## config.mk

```make
export PLATFORM = sky130hd
export DESIGN_NAME = logic_unit_pipe
export DESIGN_NICKNAME = d
export VERILOG_FILES = /design/src/rtl/logic_unit_pkg.sv /design/src/rtl/logic_unit_core.sv /design/src/rtl/logic_unit_pipe.sv
export SDC_FILE = /design/constraint.sdc
export NUM_CORES = 1
export LEC_CHECK = 0
export CORE_MARGIN = 2
export CORE_UTILIZATION = 40
export CTS_CLUSTER_SIZE = 30
export DETAILED_ROUTE_END_ITERATION = 16
export HOLD_SLACK_MARGIN = 0.06
export PLACE_DENSITY = 0.67
export SYNTH_ARGS = -nofsm -noshare
export SYNTH_HDL_FRONTEND = slang
export SYNTH_SLANG_ARGS = --single-unit
export TNS_END_PERCENT = 50
```

## constraint.sdc

```tcl
create_clock -name clk -period 2.2 [get_ports clk]
set_clock_uncertainty 0.05 [all_clocks]
set_input_delay 0.44 -clock clk [delete_from_list [all_inputs] [get_ports clk]]
set_output_delay 0.44 -clock clk [all_outputs]
set_load 0.02 [all_outputs]
```

## src/rtl/logic_unit_pkg.sv

```systemverilog
// logic_unit_pkg
// Shared definitions for the pipelined logic unit: opcode width and the
// eight bitwise opcode encodings used by logic_unit_core and logic_unit_pipe.
package logic_unit_pkg;

    localparam int OP_W = 3;

    localparam logic [OP_W-1:0] OP_AND   = 3'b000;
    localparam logic [OP_W-1:0] OP_OR    = 3'b001;
    localparam logic [OP_W-1:0] OP_NOR   = 3'b010;
    localparam logic [OP_W-1:0] OP_XOR   = 3'b011;
    localparam logic [OP_W-1:0] OP_NAND  = 3'b100;
    localparam logic [OP_W-1:0] OP_XNOR  = 3'b101;
    localparam logic [OP_W-1:0] OP_NOTA  = 3'b110;
    localparam logic [OP_W-1:0] OP_PASSA = 3'b111;

endpackage

```

## src/rtl/logic_unit_core.sv

```systemverilog
// logic_unit_core
// Purely combinational bitwise evaluator.
// Ports:
//   a  [WIDTH-1:0] in   operand A
//   b  [WIDTH-1:0] in   operand B (unused by NOT a / PASS a)
//   op [2:0]       in   operation select
//   y  [WIDTH-1:0] out  result
module logic_unit_core
    import logic_unit_pkg::*;
#(
    parameter int WIDTH = 16
) (
    input  logic [WIDTH-1:0] a,
    input  logic [WIDTH-1:0] b,
    input  logic [OP_W-1:0]  op,
    output logic [WIDTH-1:0] y
);

    always_comb begin
        y = '0;
        case (op)
            OP_AND:   y = a & b;
            OP_OR:    y = a | b;
            OP_NOR:   y = ~(a | b);
            OP_XOR:   y = a ^ b;
            OP_NAND:  y = ~(a & b);
            OP_XNOR:  y = ~(a ^ b);
            OP_NOTA:  y = ~a;
            OP_PASSA: y = a;
            default:  y = '0;
        endcase
    end

endmodule

```

## src/rtl/logic_unit_pipe.sv

```systemverilog
// logic_unit_pipe
// Single-stage registered bitwise unit with valid/ready handshake, an
// accumulator that can stand in for operand B, and registered zero/parity
// flags. Optional macro LOGIC_UNIT_REDUCE_EN adds registered all_ones and
// any_one outputs.
// Ports:
//   clk, rst_n (async, active-low)
//   in_valid/in_ready, op, a, b, acc_en, acc_clr   - input transaction
//   out_valid/out_ready, result, zero, parity      - registered output
//   all_ones, any_one                              - only with LOGIC_UNIT_REDUCE_EN
module logic_unit_pipe
    import logic_unit_pkg::*;
#(
    parameter int               WIDTH     = 16,
    parameter logic [WIDTH-1:0] ACC_RESET = '0
) (
    input  logic             clk,
    input  logic             rst_n,
    input  logic             in_valid,
    output logic             in_ready,
    input  logic [OP_W-1:0]  op,
    input  logic [WIDTH-1:0] a,
    input  logic [WIDTH-1:0] b,
    input  logic             acc_en,
    input  logic             acc_clr,
    output logic             out_valid,
    input  logic             out_ready,
    output logic [WIDTH-1:0] result,
    output logic             zero,
`ifdef LOGIC_UNIT_REDUCE_EN
    output logic             all_ones,
    output logic             any_one,
`endif
    output logic             parity
);

    logic             r_valid;
    logic [WIDTH-1:0] r_result;
    logic             r_zero;
    logic             r_parity;
    logic [WIDTH-1:0] r_acc;

    logic             w_accept;
    logic [WIDTH-1:0] w_b;
    logic [WIDTH-1:0] w_y;

    // A full register may still accept when it is being drained this cycle.
    assign in_ready = !r_valid || out_ready;
    assign w_accept = in_valid && in_ready;

    // The accumulator register already holds the previous accepted result,
    // so back-to-back accumulate transactions need no extra bypass path.
    assign w_b = acc_en ? r_acc : b;

    logic_unit_core #(.WIDTH(WIDTH)) u_core (
        .a  (a),
        .b  (w_b),
        .op (op),
        .y  (w_y)
    );

    always_ff @(posedge clk or negedge rst_n) begin
        if (!rst_n) begin
            r_valid  <= 1'b0;
            r_result <= '0;
            r_zero   <= 1'b1;
            r_parity <= 1'b0;
        end else if (w_accept) begin
            r_valid  <= 1'b1;
            r_result <= w_y;
            r_zero   <= (w_y == '0);
            r_parity <= ^w_y;
        end else if (r_valid && out_ready) begin
            r_valid  <= 1'b0;
        end
    end

    // Clear has priority over the write-back; the transaction itself has
    // already used the old value through w_b.
    always_ff @(posedge clk or negedge rst_n) begin
        if (!rst_n) begin
            r_acc <= ACC_RESET;
        end else if (acc_clr) begin
            r_acc <= ACC_RESET;
        end else if (w_accept && acc_en) begin
            r_acc <= w_y;
        end
    end

`ifdef LOGIC_UNIT_REDUCE_EN
    logic r_all_ones;
    logic r_any_one;

    always_ff @(posedge clk or negedge rst_n) begin
        if (!rst_n) begin
            r_all_ones <= 1'b0;
            r_any_one  <= 1'b0;
        end else if (w_accept) begin
            r_all_ones <= &w_y;
            r_any_one  <= |w_y;
        end
    end

    assign all_ones = r_all_ones;
    assign any_one  = r_any_one;
`endif

    assign out_valid = r_valid;
    assign result    = r_result;
    assign zero      = r_zero;
    assign parity    = r_parity;

endmodule

```

==> results.py, run 1 <==
# Synthesis and PnR figures
metrics = {
    "logic_synthesis": {
        "avgSynthCellArea_um2": 9.365,
        "top_area_frac": 0.2704,
        "syn_nets": 417,
        "yosys.stat.seqShare": 0.2787,
        "syn_area_um2": 3147,
        "synth-main-ff-cell": "dfrtp_1",
    },
    "finish": {
        "num-fill-cells": 601,
        "antenna_cells": 0,
    },
    "place": {
        "hpwl_mm": 6.592,
        "port_buffers": 60,
    },
    "clock_network": {
        "clkTransAtPathRegs_ns": 0.07,
        "cts_buffer_depth": 2,
        "htreeDepth": 2,
        "cts_made_buffers": 5,
    },
    "drt": {
        "drc": 0,
        "wl_mm": 9.901,
        "vias_per_cell": 5.456,
        "drt-pass1-iter-count": 4,
        "wl_per_cell_um": 16.98,
    },
    "global_route": {
        "grt_max_degree": 36,
        "groute.usage.overall": 0.2307,
    },
    "final_timing": {
        "fin_ws_ns": -0.5059,
        "holdWs_ns": 0.4283,
        "slew_headroom": 0.7053,
        "setup_viol": 20,
        "tightest_slew_ns": 0.4420,
    },
    "status": {
        "violations": "setup timing",
        "status": "finished with violations",
    },
    "setup_path": {
        "cp.required_ns": 2.32,
        "crit_family": "multiplexers",
    },
    "run": {
        "drv_cap": 0,
    },
    "hold_path": {
        "min_from": "result[3]$_DFFE_PN0P_",
        "hold_class": "reg -> reg",
    },
}
## run 1: flip-flops by register name, summed over array words and instances, names as in the netlist
register,count
out_valid,1
parity,1
r_acc,16
result,16
zero,1
## run 1: synthesized netlist by cell type (all sizes together), types with 7 or more instances
cell type  instances
nor2              12
clkbuf             7
o22a              18
inv               43
mux2i             18
xnor2              7
mux2              18
o21ai             25
a2bb2oi           16
ha                40
dfrtp             34
nand2             20
o221ai            12
o211ai            14
buf               18
a22o               8
## run 1: kinds of logic (layout without fill, tap and decap cells)
| logic type | Yosys count | after routing | share of synthesized area |
|---|---|---|---|
| AND-OR/OR-AND | 111 | 111 | 0.2700 |
| XOR/XNOR | 7 | 7 | 0.01948 |
| adder cells (fa/ha/maj) | 40 | 40 | 0.1590 |
| buffers and inverters | 68 | 213 | 0.09542 |
| flip-flops | 35 | 35 | 0.2787 |
| multiplexers | 36 | 36 | 0.1217 |
| AND/OR/NAND/NOR | 39 | 39 | 0.05567 |
## run 1: repair_timing
| item | in CTS | in global routing |
|---|---|---|
| setup endpoints to repair | 34 | 24 |
| gates resized | 82 | 32 |
| buffers inserted | 25 | 5 |
| hold buffers | 0 | 0 |
| gates cloned | 1 | 0 |
| pin swaps | 40 | 23 |
| endpoints found under the hold margin | 0 | 0 |
## run 1: worst max path at each step
stage                start            endpoint  slack, ns  cells past startpoint
floorplan           acc_en  parity$_DFFE_PN0P_      -0.57                     14
global placement    acc_en  parity$_DFFE_PN0P_      -1.33                     14
detailed placement  acc_en  parity$_DFFE_PN0P_      -1.36                     14
CTS                 acc_en  parity$_DFFE_PN0P_      -0.44                     14
global route        acc_en  parity$_DFFE_PN0P_      -0.60                     13
finish              acc_en  parity$_DFFE_PN0P_      -0.51                     13
## run 1: power groups by stage
stage               Clock [W]  Sequential [W]  Combinational, W
floorplan                   0        0.000870          0.000569
global placement            0        0.000788           0.00113
detailed placement          0        0.000791           0.00116
CTS                  0.000480        0.000782           0.00135
global route         0.000503        0.000795           0.00156
finish               0.000469        0.000783           0.00145
## run 1: per-layer routing
layer | routed length [um] | vias up | GRT usage
li1 | - | 1515 | -
met1 | 4046 | 1565 | 0.2803
met2 | 5233 | 76 | 0.4179
met3 | 315 | 25 | 0.03336
met4 | 304 | 0 | 0.07721
met5 | 0 | - | 0
## run 1: cell type report
| cell class | instances | share of cell area |
|---|---|---|
| clock buffers | 6 | 0.01612 |
| clock inverters | 1 | 0.0009768 |
| inverters | 43 | 0.03150 |
| multi-input cells | 233 | 0.4615 |
| flip-flops and latches | 35 | 0.1712 |
| well taps | 102 | 0.02491 |
| repair buffers | 163 | 0.2938 |
## run 1: metrics by stage
step	instance area [um2]	setup TNS, ns	total power (W)	util	setup WS [ns]
final	5124	-2.491	0.002705	0.6665	-0.5059
after floorplan	3167	-0.8289	0.001439	-	-0.5717
after CTS	4915	-1.653	0.002612	0.6393	-0.4406
after global routing	5124	-3.697	0.002855	0.6665	-0.6034
after detailed placement	4354	-20.97	0.001947	0.5664	-1.360
after global placement	4354	-19.97	0.001922	0.5664	-1.335
run_1/floorplan.png
Scale bar: 20 um. Pins as bars on the die edge. Tap cells in gray.
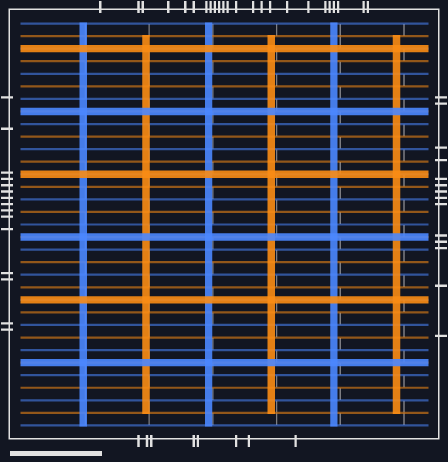
[VDD] orange
[VSS] blue
met1 rails: 33
met5 straps: 6
met4 straps: 6
rows: 32
signal pins: 61
Placeable Area: 7687 um2
Max VDD drop: 388.8 uV
DIE HEIGHT: 92.70 um
die width: 92.70 um

run_1/class_map.png
Scale bar: 20 um.
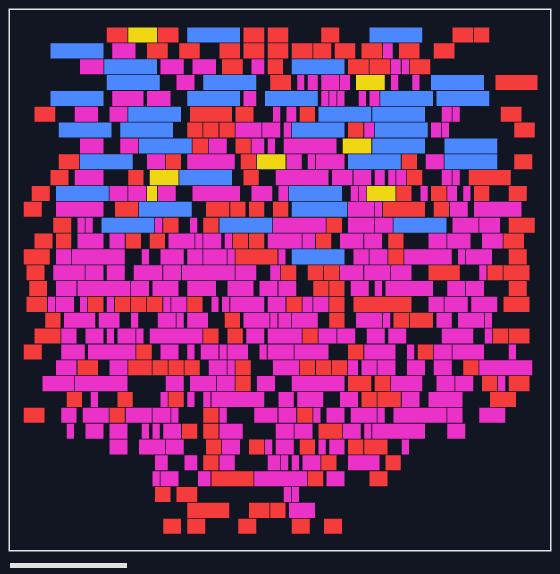
[registers] blue | cells: 35 | share of their area: 18%
[clock drivers and dummy loads] yellow | cells: 7 | share of their area: 1.8%
[remaining logic cells] magenta | cells: 276 | share of their area: 51%
[remaining buffers and delay cells] red | cells: 163 | share of their area: 30%
Util after Layout: 0.6665
num rows: 32
post-route cell area: 5124 um2
flop share of the area: 0.1712

run_1/clock_wires.png
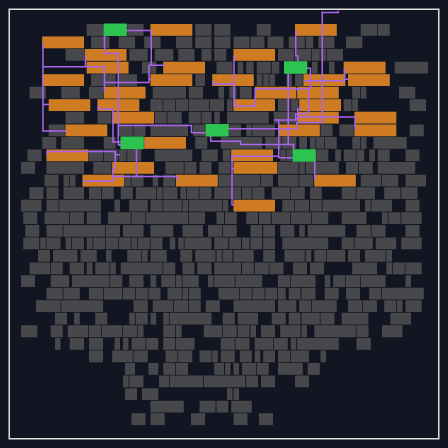
[flip-flops] orange | count: 35
[clock wires] purple | length: 437 um
[clock-net drivers] green | count: 5
routed clock nets: 6
worst skew pair latency: 0.29 ns
Clk. pwr: 0.000469 W
clock share of power: 0.173

run_1/layers.png
Scale bar: 20 um. Two of the layers only.
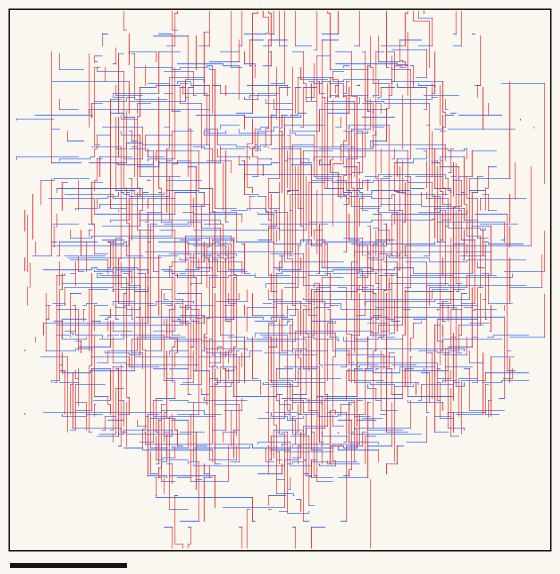

==> inputs of run 2 (changes only) <==
Settings changed: CTS_CLUSTER_DIAMETER from default to 30, MAX_ROUTING_LAYER from default to met4.
run_2/layers.png
Scale bar: 20 um. Two of the layers only.
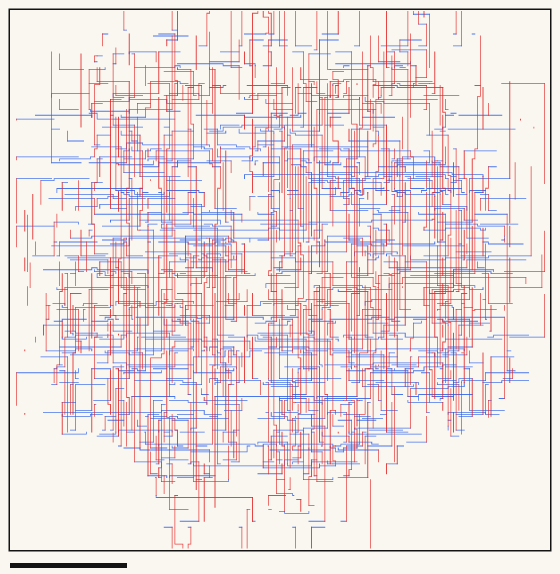
[M1] blue | wire length: 4060 um
[M2] red | wire length: 5320 um
routed vias: 3218
WL final: 10.02 mm
GRT Overall Usage: 0.2371
DR WL/cell: 17.19 um

run_2/placed.png
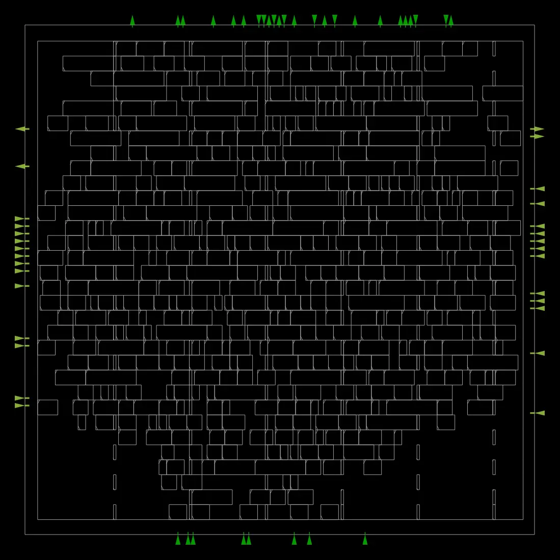
Non-Filler Instances: 583
Seq Cell Count: 35
Filler cells: 601
Tapcells: 102

==> run 2 against run 1 <==
Net effect:
- the run still ends with setup timing left
- sequential share of layout area unchanged
- non-clock buffer count unchanged
- setup slack got worse by 0.0043 ns
- worst hold slack about the same
- fmax decreased by 0.16%
- largest power group unchanged
- cell count unchanged
- critical endpoint unchanged
==> results.py, run 2 <==
# Synthesis and PnR figures
metrics = {
    "status": {
        "status": "finished with violations",
        "violations": "setup timing",
    },
    "logic_synthesis": {
        "ys_sh_simple": 0.05567,
        "compound_area_frac": 0.2700,
        "synth_dominant_cell_count": "inv_1",
        "yosys.stat.seqShare": 0.2787,
        "avgSynthCellArea_um2": 9.365,
        "top_area_frac": 0.2704,
        "syn_nets": 417,
        "synthTopLogicFamily": "AND-OR/OR-AND gates",
        "synth-main-ff-cell": "dfrtp_1",
        "fa_ha_area_frac": 0.1590,
        "common_cells": "inv_1, ha_1, dfrtp_1",
        "yosysWarnings": 0,
        "async_reset_ff_frac": 1.000,
        "syn_area_um2": 3147,
        "mux_area_frac": 0.1217,
    },
    "clock_network": {
        "ctsHoldBuffers": 0,
        "cts_buffer_depth": 2,
        "cts_tree": "done",
        "insertion_delay_ns": 0.29,
        "cts_made_buffers": 5,
        "htreeDepth": 2,
    },
    "floorplan": {
        "fp.dieH_um": 92.70,
        "coreArea_um2": 7687,
        "die-width_um": 92.70,
        "fp-row-count": 32,
    },
    "place": {
        "placed_cell_area_um2": 4354,
        "port_buffers": 60,
        "hpwl_mm": 6.592,
        "place_worst_setup_slack_ns": -1.360,
    },
    "hold_path": {
        "hold_class": "reg -> reg",
    },
    "drt": {
        "vias_per_cell": 5.520,
        "drt-pass1-iter-count": 4,
    },
    "final_timing": {
        "fin_ws_ns": -0.5102,
        "setup_viol": 19,
        "tightest_slew_ns": 0.4456,
        "slew_headroom": 0.7029,
    },
    "setup_path": {
        "cp.required_ns": 2.32,
        "crit_family": "multiplexers",
    },
    "run": {
        "drv_cap": 0,
    },
    "power_and_ir_drop": {
        "clkPwrFrac": 0.174,
        "vdd_drop_max_uv": 395.7,
        "fin_total_pwr_w": 0.002713,
    },
    "global_route": {
        "grt_max_degree": 36,
        "grt_pass1_wl_mm": 15.64,
    },
    "finish": {
        "final_cell_area_um2": 5124,
    },
}
run 2: cell families (layout without fill, tap and decap cells):
| kind of cell | count (synthesis) | in the layout |
|---|---|---|
| compound gates | 111 | 111 |
| xor+xnor | 7 | 7 |
| fa+ha+maj | 40 | 40 |
| buf+inv | 68 | 213 |
| flops | 35 | 35 |
| mux | 36 | 36 |
| simple gates | 39 | 39 |
run 2: worst max path at each step:
stage / start / slack, ns / end / cells after the start
floorplan: acc_en / -0.57 / parity$_DFFE_PN0P_ / 14
global placement: acc_en / -1.33 / parity$_DFFE_PN0P_ / 14
detailed placement: acc_en / -1.36 / parity$_DFFE_PN0P_ / 14
CTS: acc_en / -0.44 / parity$_DFFE_PN0P_ / 14
global route: acc_en / -0.60 / parity$_DFFE_PN0P_ / 13
finish: acc_en / -0.51 / parity$_DFFE_PN0P_ / 13
run 2: timing repair:
item                       4_1_cts  5_1_grt
cloned                           1        0
buffers inserted                25        5
pin swaps                       40       23
setup endpoints to repair       34       24
resized                         82       32
run 2: power groups by stage:
stage / sequential (W) / combinational (W) / clock, W
after floorplan: 0.000870 / 0.000569 / 0
after global placement: 0.000788 / 0.00113 / 0
after detailed placement: 0.000791 / 0.00116 / 0
after CTS: 0.000782 / 0.00135 / 0.000480
after global routing: 0.000795 / 0.00156 / 0.000503
final: 0.000783 / 0.00146 / 0.000473
run 2: layer usage:
metal,global-route usage,wire [um],vias to the layer above
li1,-,-,1514
met5,-,0,-
met2,0.4215,5315,90
met3,0.03092,320,28
met4,0.07721,327,0
met1,0.2787,4057,1586
run 2: cell type report:
cell class | count | area (um2)
clock buffers | 6 | 82.58
inverters | 43 | 161.4
flip-flops and latches | 35 | 877.1
multi-input cells | 233 | 2365
repair buffers | 163 | 1505
well taps | 102 | 127.6
fillers | 601 | 2564
clock inverters | 1 | 5.005
run 2: worst reg2reg max path: cells and delay by family (launching register included):
family | cells | cell delay, ns
adder cells (fa/ha/maj) | 2 | 0.58
AND-OR/OR-AND | 4 | 0.52
XOR/XNOR | 3 | 0.48
flip-flops | 1 | 0.40
multiplexers | 2 | 0.53
run 2: stage by stage:
step           std cells  hold WS, ns
6_report             583       0.4285
5_1_grt              583       0.4511
4_1_cts              578       0.4304
3_5_place_dp         547       0.4233
3_3_place_gp         547       0.4154
2_1_floorplan        336      0.09441
Power figures rest on the tool's default switching activity, not on a simulated workload.
